**src/rtl/lru_controller_if.sv**
```systemverilog
// Request/response and cell-array bus of the LRU controller.
// The master modport is the requester plus cell array; the slave modport is the controller.
interface lru_controller_if #(
  parameter int CELLS     = 4,
  parameter int ADDR_SIZE = 8
);
  localparam int W = $clog2(CELLS);

  logic                 req_valid;
  logic [ADDR_SIZE-1:0] req_tag;
  logic                 req_ready;
  logic                 flush;
  logic [ADDR_SIZE-1:0] cell_tag;
  logic [CELLS-1:0]     hit_vec;
  logic [CELLS-1:0]     cell_wen;
  logic                 resp_valid;
  logic                 resp_hit;
  logic [W-1:0]         resp_way;
  logic [15:0]          hit_count;
  logic [15:0]          miss_count;

  modport master (
    output req_valid, req_tag, flush, hit_vec,
    input  req_ready, cell_tag, cell_wen, resp_valid, resp_hit, resp_way,
           hit_count, miss_count
  );

  modport slave (
    input  req_valid, req_tag, flush, hit_vec,
    output req_ready, cell_tag, cell_wen, resp_valid, resp_hit, resp_way,
           hit_count, miss_count
  );
endinterface

```
**src/rtl/lru_controller.sv**
```systemverilog
// LRU replacement controller for a small fully-associative tag array.
// Define LRU_STATS_EN to build the saturating hit/miss statistics counters.
module lru_controller #(
  parameter int CELLS     = 4,
  parameter int ADDR_SIZE = 8
) (
  input logic             clk,
  input logic             reset,
  lru_controller_if.slave bus
);
  localparam int W = $clog2(CELLS);

  typedef enum logic [2:0] {IDLE, COMPARE, UPDATE, FILL, RESP} state_t;

  state_t               state_q, state_d;
  logic [CELLS-1:0]     valid_q, valid_d;
  logic [W-1:0]         age_q [CELLS];
  logic [W-1:0]         age_d [CELLS];
  logic [ADDR_SIZE-1:0] tag_q, tag_d;
  logic [W-1:0]         way_q, way_d;
  logic                 resp_hit_q, resp_hit_d;
  logic [W-1:0]         resp_way_q, resp_way_d;

  logic [CELLS-1:0]     hv;
  logic [W-1:0]         hit_idx;
  logic [W-1:0]         victim;
  logic [W-1:0]         upd_way;
  logic                 req_ready_c;
  logic                 resp_valid_c;
  logic [CELLS-1:0]     cell_wen_c;

  assign hv = bus.hit_vec & valid_q;

  // Lowest matching way wins when several cells report a hit.
  always_comb begin
    hit_idx = '0;
    for (int i = CELLS - 1; i >= 0; i--) begin
      if (hv[i]) hit_idx = W'(i);
    end
  end

  // Prefer the lowest empty cell; only evict the oldest entry when the set is full.
  always_comb begin
    victim = '0;
    for (int i = 0; i < CELLS; i++) begin
      if (age_q[i] == W'(CELLS - 1)) victim = W'(i);
    end
    if (!(&valid_q)) begin
      for (int j = CELLS - 1; j >= 0; j--) begin
        if (!valid_q[j]) victim = W'(j);
      end
    end
  end

  assign upd_way = (state_q == FILL) ? victim : way_q;

  always_comb begin
    state_d      = state_q;
    valid_d      = valid_q;
    age_d        = age_q;
    tag_d        = tag_q;
    way_d        = way_q;
    resp_hit_d   = resp_hit_q;
    resp_way_d   = resp_way_q;
    req_ready_c  = 1'b0;
    resp_valid_c = 1'b0;
    cell_wen_c   = '0;

    case (state_q)
      IDLE: begin
        req_ready_c = !bus.flush;
        if (bus.flush) begin
          valid_d = '0;
        end else if (bus.req_valid) begin
          tag_d   = bus.req_tag;
          state_d = COMPARE;
        end
      end
      COMPARE: begin
        way_d   = hit_idx;
        state_d = (|hv) ? UPDATE : FILL;
      end
      UPDATE, FILL: begin
        // Younger entries age by one; the touched way becomes most recent.
        for (int i = 0; i < CELLS; i++) begin
          if (age_q[i] < age_q[upd_way]) age_d[i] = age_q[i] + 1'b1;
        end
        age_d[upd_way] = '0;
        resp_way_d     = upd_way;
        resp_hit_d     = (state_q == UPDATE);
        if (state_q == FILL) begin
          cell_wen_c      = CELLS'(1) << victim;
          valid_d[victim] = 1'b1;
        end
        state_d = RESP;
      end
      RESP: begin
        resp_valid_c = 1'b1;
        state_d      = IDLE;
      end
      default: state_d = IDLE;
    endcase
  end

  always_ff @(posedge clk or posedge reset) begin
    if (reset) begin
      state_q    <= IDLE;
      valid_q    <= '0;
      tag_q      <= '0;
      way_q      <= '0;
      resp_hit_q <= 1'b0;
      resp_way_q <= '0;
      for (int i = 0; i < CELLS; i++) age_q[i] <= W'(CELLS - 1 - i);
    end else begin
      state_q    <= state_d;
      valid_q    <= valid_d;
      tag_q      <= tag_d;
      way_q      <= way_d;
      resp_hit_q <= resp_hit_d;
      resp_way_q <= resp_way_d;
      age_q      <= age_d;
    end
  end

  assign bus.req_ready  = req_ready_c;
  assign bus.resp_valid = resp_valid_c;
  assign bus.cell_wen   = cell_wen_c;
  assign bus.cell_tag   = tag_q;
  assign bus.resp_hit   = resp_hit_q;
  assign bus.resp_way   = resp_way_q;

`ifdef LRU_STATS_EN
  logic [15:0] hit_count_q, hit_count_d;
  logic [15:0] miss_count_q, miss_count_d;

  always_comb begin
    hit_count_d  = hit_count_q;
    miss_count_d = miss_count_q;
    if (state_q == UPDATE && hit_count_q != 16'hFFFF) hit_count_d = hit_count_q + 16'd1;
    if (state_q == FILL && miss_count_q != 16'hFFFF) miss_count_d = miss_count_q + 16'd1;
  end

  always_ff @(posedge clk or posedge reset) begin
    if (reset) begin
      hit_count_q  <= '0;
      miss_count_q <= '0;
    end else begin
      hit_count_q  <= hit_count_d;
      miss_count_q <= miss_count_d;
    end
  end

  assign bus.hit_count  = hit_count_q;
  assign bus.miss_count = miss_count_q;
`else
  assign bus.hit_count  = '0;
  assign bus.miss_count = '0;
`endif
endmodule

```
**src/flat_wrapper.sv**
```systemverilog
// flat-port wrapper written by rule: the top's interface ports become plain ports
module lru_controller_flat 
#(
  parameter int CELLS     = 4,
  parameter int ADDR_SIZE = 8
)
  (clk, reset, bus_req_valid, bus_req_tag, bus_flush, bus_hit_vec, bus_req_ready, bus_cell_tag, bus_cell_wen, bus_resp_valid, bus_resp_hit, bus_resp_way, bus_hit_count, bus_miss_count);
  lru_controller_if #(.CELLS(CELLS), .ADDR_SIZE(ADDR_SIZE)) bus_i ();
  input logic clk;
  input logic reset;
  input wire logic [$bits(bus_i.req_valid)-1:0] bus_req_valid;
  input wire logic [$bits(bus_i.req_tag)-1:0] bus_req_tag;
  input wire logic [$bits(bus_i.flush)-1:0] bus_flush;
  input wire logic [$bits(bus_i.hit_vec)-1:0] bus_hit_vec;
  output wire logic [$bits(bus_i.req_ready)-1:0] bus_req_ready;
  output wire logic [$bits(bus_i.cell_tag)-1:0] bus_cell_tag;
  output wire logic [$bits(bus_i.cell_wen)-1:0] bus_cell_wen;
  output wire logic [$bits(bus_i.resp_valid)-1:0] bus_resp_valid;
  output wire logic [$bits(bus_i.resp_hit)-1:0] bus_resp_hit;
  output wire logic [$bits(bus_i.resp_way)-1:0] bus_resp_way;
  output wire logic [$bits(bus_i.hit_count)-1:0] bus_hit_count;
  output wire logic [$bits(bus_i.miss_count)-1:0] bus_miss_count;
  assign bus_i.req_valid = bus_req_valid;
  assign bus_i.req_tag = bus_req_tag;
  assign bus_i.flush = bus_flush;
  assign bus_i.hit_vec = bus_hit_vec;
  assign bus_req_ready = bus_i.req_ready;
  assign bus_cell_tag = bus_i.cell_tag;
  assign bus_cell_wen = bus_i.cell_wen;
  assign bus_resp_valid = bus_i.resp_valid;
  assign bus_resp_hit = bus_i.resp_hit;
  assign bus_resp_way = bus_i.resp_way;
  assign bus_hit_count = bus_i.hit_count;
  assign bus_miss_count = bus_i.miss_count;
  lru_controller #(.CELLS(CELLS), .ADDR_SIZE(ADDR_SIZE)) u_core (.clk(clk), .reset(reset), .bus(bus_i));
endmodule
```
**config.mk**
```make
export PLATFORM = sky130hd
export DESIGN_NAME = lru_controller_flat
export DESIGN_NICKNAME = d
export VERILOG_FILES = /design/src/rtl/lru_controller_if.sv /design/src/rtl/lru_controller.sv /design/src/flat_wrapper.sv
export SDC_FILE = /design/constraint.sdc
export NUM_CORES = 1
export LEC_CHECK = 0
export CORE_MARGIN = 3
export CORE_UTILIZATION = 63
export DETAILED_ROUTE_END_ITERATION = 8
export DONT_BUFFER_PORTS = 1
export PLACE_DENSITY = 0.79
export SYNTH_ARGS = -nofsm -noshare
export SYNTH_HDL_FRONTEND = slang
export SYNTH_SLANG_ARGS = --single-unit
```
**constraint.sdc**
```tcl
create_clock -name clk -period 3.3 [get_ports clk]
set_input_delay 0.66 -clock clk [delete_from_list [all_inputs] [get_ports clk]]
set_output_delay 0.66 -clock clk [all_outputs]
set_load 0.005 [all_outputs]
```
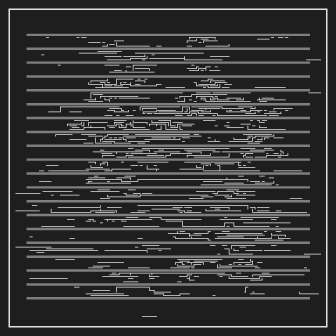
(images/layer_met1.png)
Supply wires on this layer in gray.
main direction: horizontal
nets with wire on the layer: 189
longest straight run: 21.6 um
share of all routed wire: 40%
routed via count: 1463
M1 GR Usage: 0.276

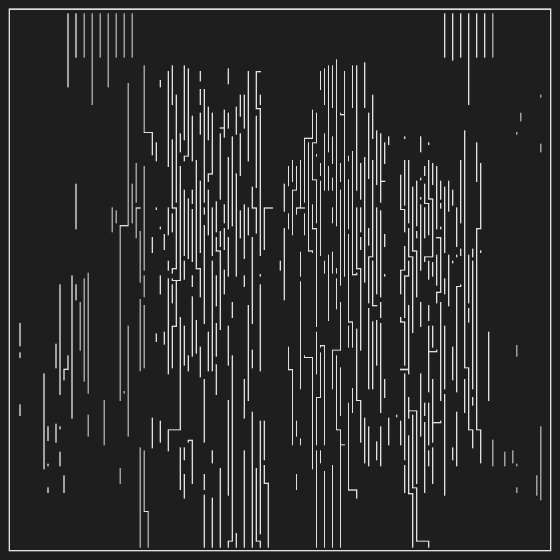
(images/layer_met2.png)
longest straight run: 27.2 um
main direction: vertical
wire length on this layer: 2050 um
share of all routed wire: 51%

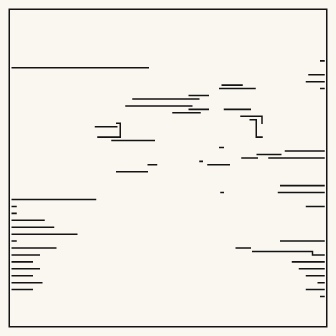
(images/layer_met3.png)
nets with wire on the layer: 50
wire length on this layer: 307 um
main direction: horizontal
longest straight run: 26.7 um
Routed WL: 4000 um
grt met3 use: 0.0537

==> impl_metrics.json <==
{
  "rsz0062_at_grt": "false",
  "core_util_floorplan": 0.687,
  "drt-vias-per-instance": 5.97,
  "synth_chip_area_sq_um": 1980,
  "yosysTopAreaCellShare": 0.304,
  "startpoint": "u_core.age_q[2]$_DFFE_PP1P_",
  "finalHoldViolCount": 0,
  "dieWidth_um": 62,
  "min_period_ns": 2.82,
  "min_period_over_period": 0.856,
  "syn-mean-instance-area_sq_um": 9.64,
  "outcome": "complete, no violations",
  "cap_violations": 0,
  "ys_async_sr_fraction": 1.00,
  "final_util": 0.665,
  "synth_warnings": 0,
  "wl_met2_um": 2050,
  "cts_buffers": 3,
  "max_clock_freq_mhz": 354,
  "core_area_sq_um": 2880,
  "worstSetupPathType": "reg -> out"
}
[layout make-up]
class / instances / area (sq um) / area share
clock buffers: 3 / 22.5 / 0.0118
clock inverters: 1 / 30.0 / 0.0157
inverters: 8 / 30.0 / 0.0157
multi-input cells: 163 / 1070 / 0.560
flip-flops and latches: 28 / 706 / 0.369
well taps: 42 / 52.6 / 0.0275
[logic make-up after synthesis]
logic type                 after synthesis
and+or+nand+nor                         64
other                                    1
AOI/OAI and AO/OA                       52
adders and majority gates                3
buffers and inverters                   45
DFF                                     28
muxes                                   12
[worst max-delay path, stage by stage, from the launching register on]
cell and delay, ns:
dfstp_2 0.63, ha_1 0.17, and2b_1 0.20, nor4b_4 0.41, o21ai_0 0.22, nor2_1 0.20
[worst min path at each step]
stage | startpoint | to | cells past startpoint | slack, ns
final | reset | u_core.bus.cell_tag[3]$_DFFE_PP0P_ | 1 | 0.43
after global routing | bus_req_tag[3] | u_core.bus.cell_tag[3]$_DFFE_PP0P_ | 1 | 0.45
after CTS | bus_req_tag[6] | u_core.bus.cell_tag[6]$_DFFE_PP0P_ | 1 | 0.47
after detailed placement | u_core.bus.resp_hit$_DFFE_PP0P_ | u_core.bus.resp_hit$_DFFE_PP0P_ | 2 | 0.52
after global placement | u_core.bus.resp_hit$_DFFE_PP0P_ | u_core.bus.resp_hit$_DFFE_PP0P_ | 2 | 0.51
after floorplan | u_core.bus.resp_way[0]$_DFFE_PP0P_ | u_core.bus.resp_way[0]$_DFFE_PP0P_ | 2 | 0.47
[flip-flops by register name (all words and copies together) (netlist names)]
register and cells:
u_core.bus.resp_hit 1, u_core.bus.cell_tag 8, u_core.age_q 8, u_core.valid_q 4
u_core.way_q 2, u_core.state_q 3, u_core.bus.resp_way 2
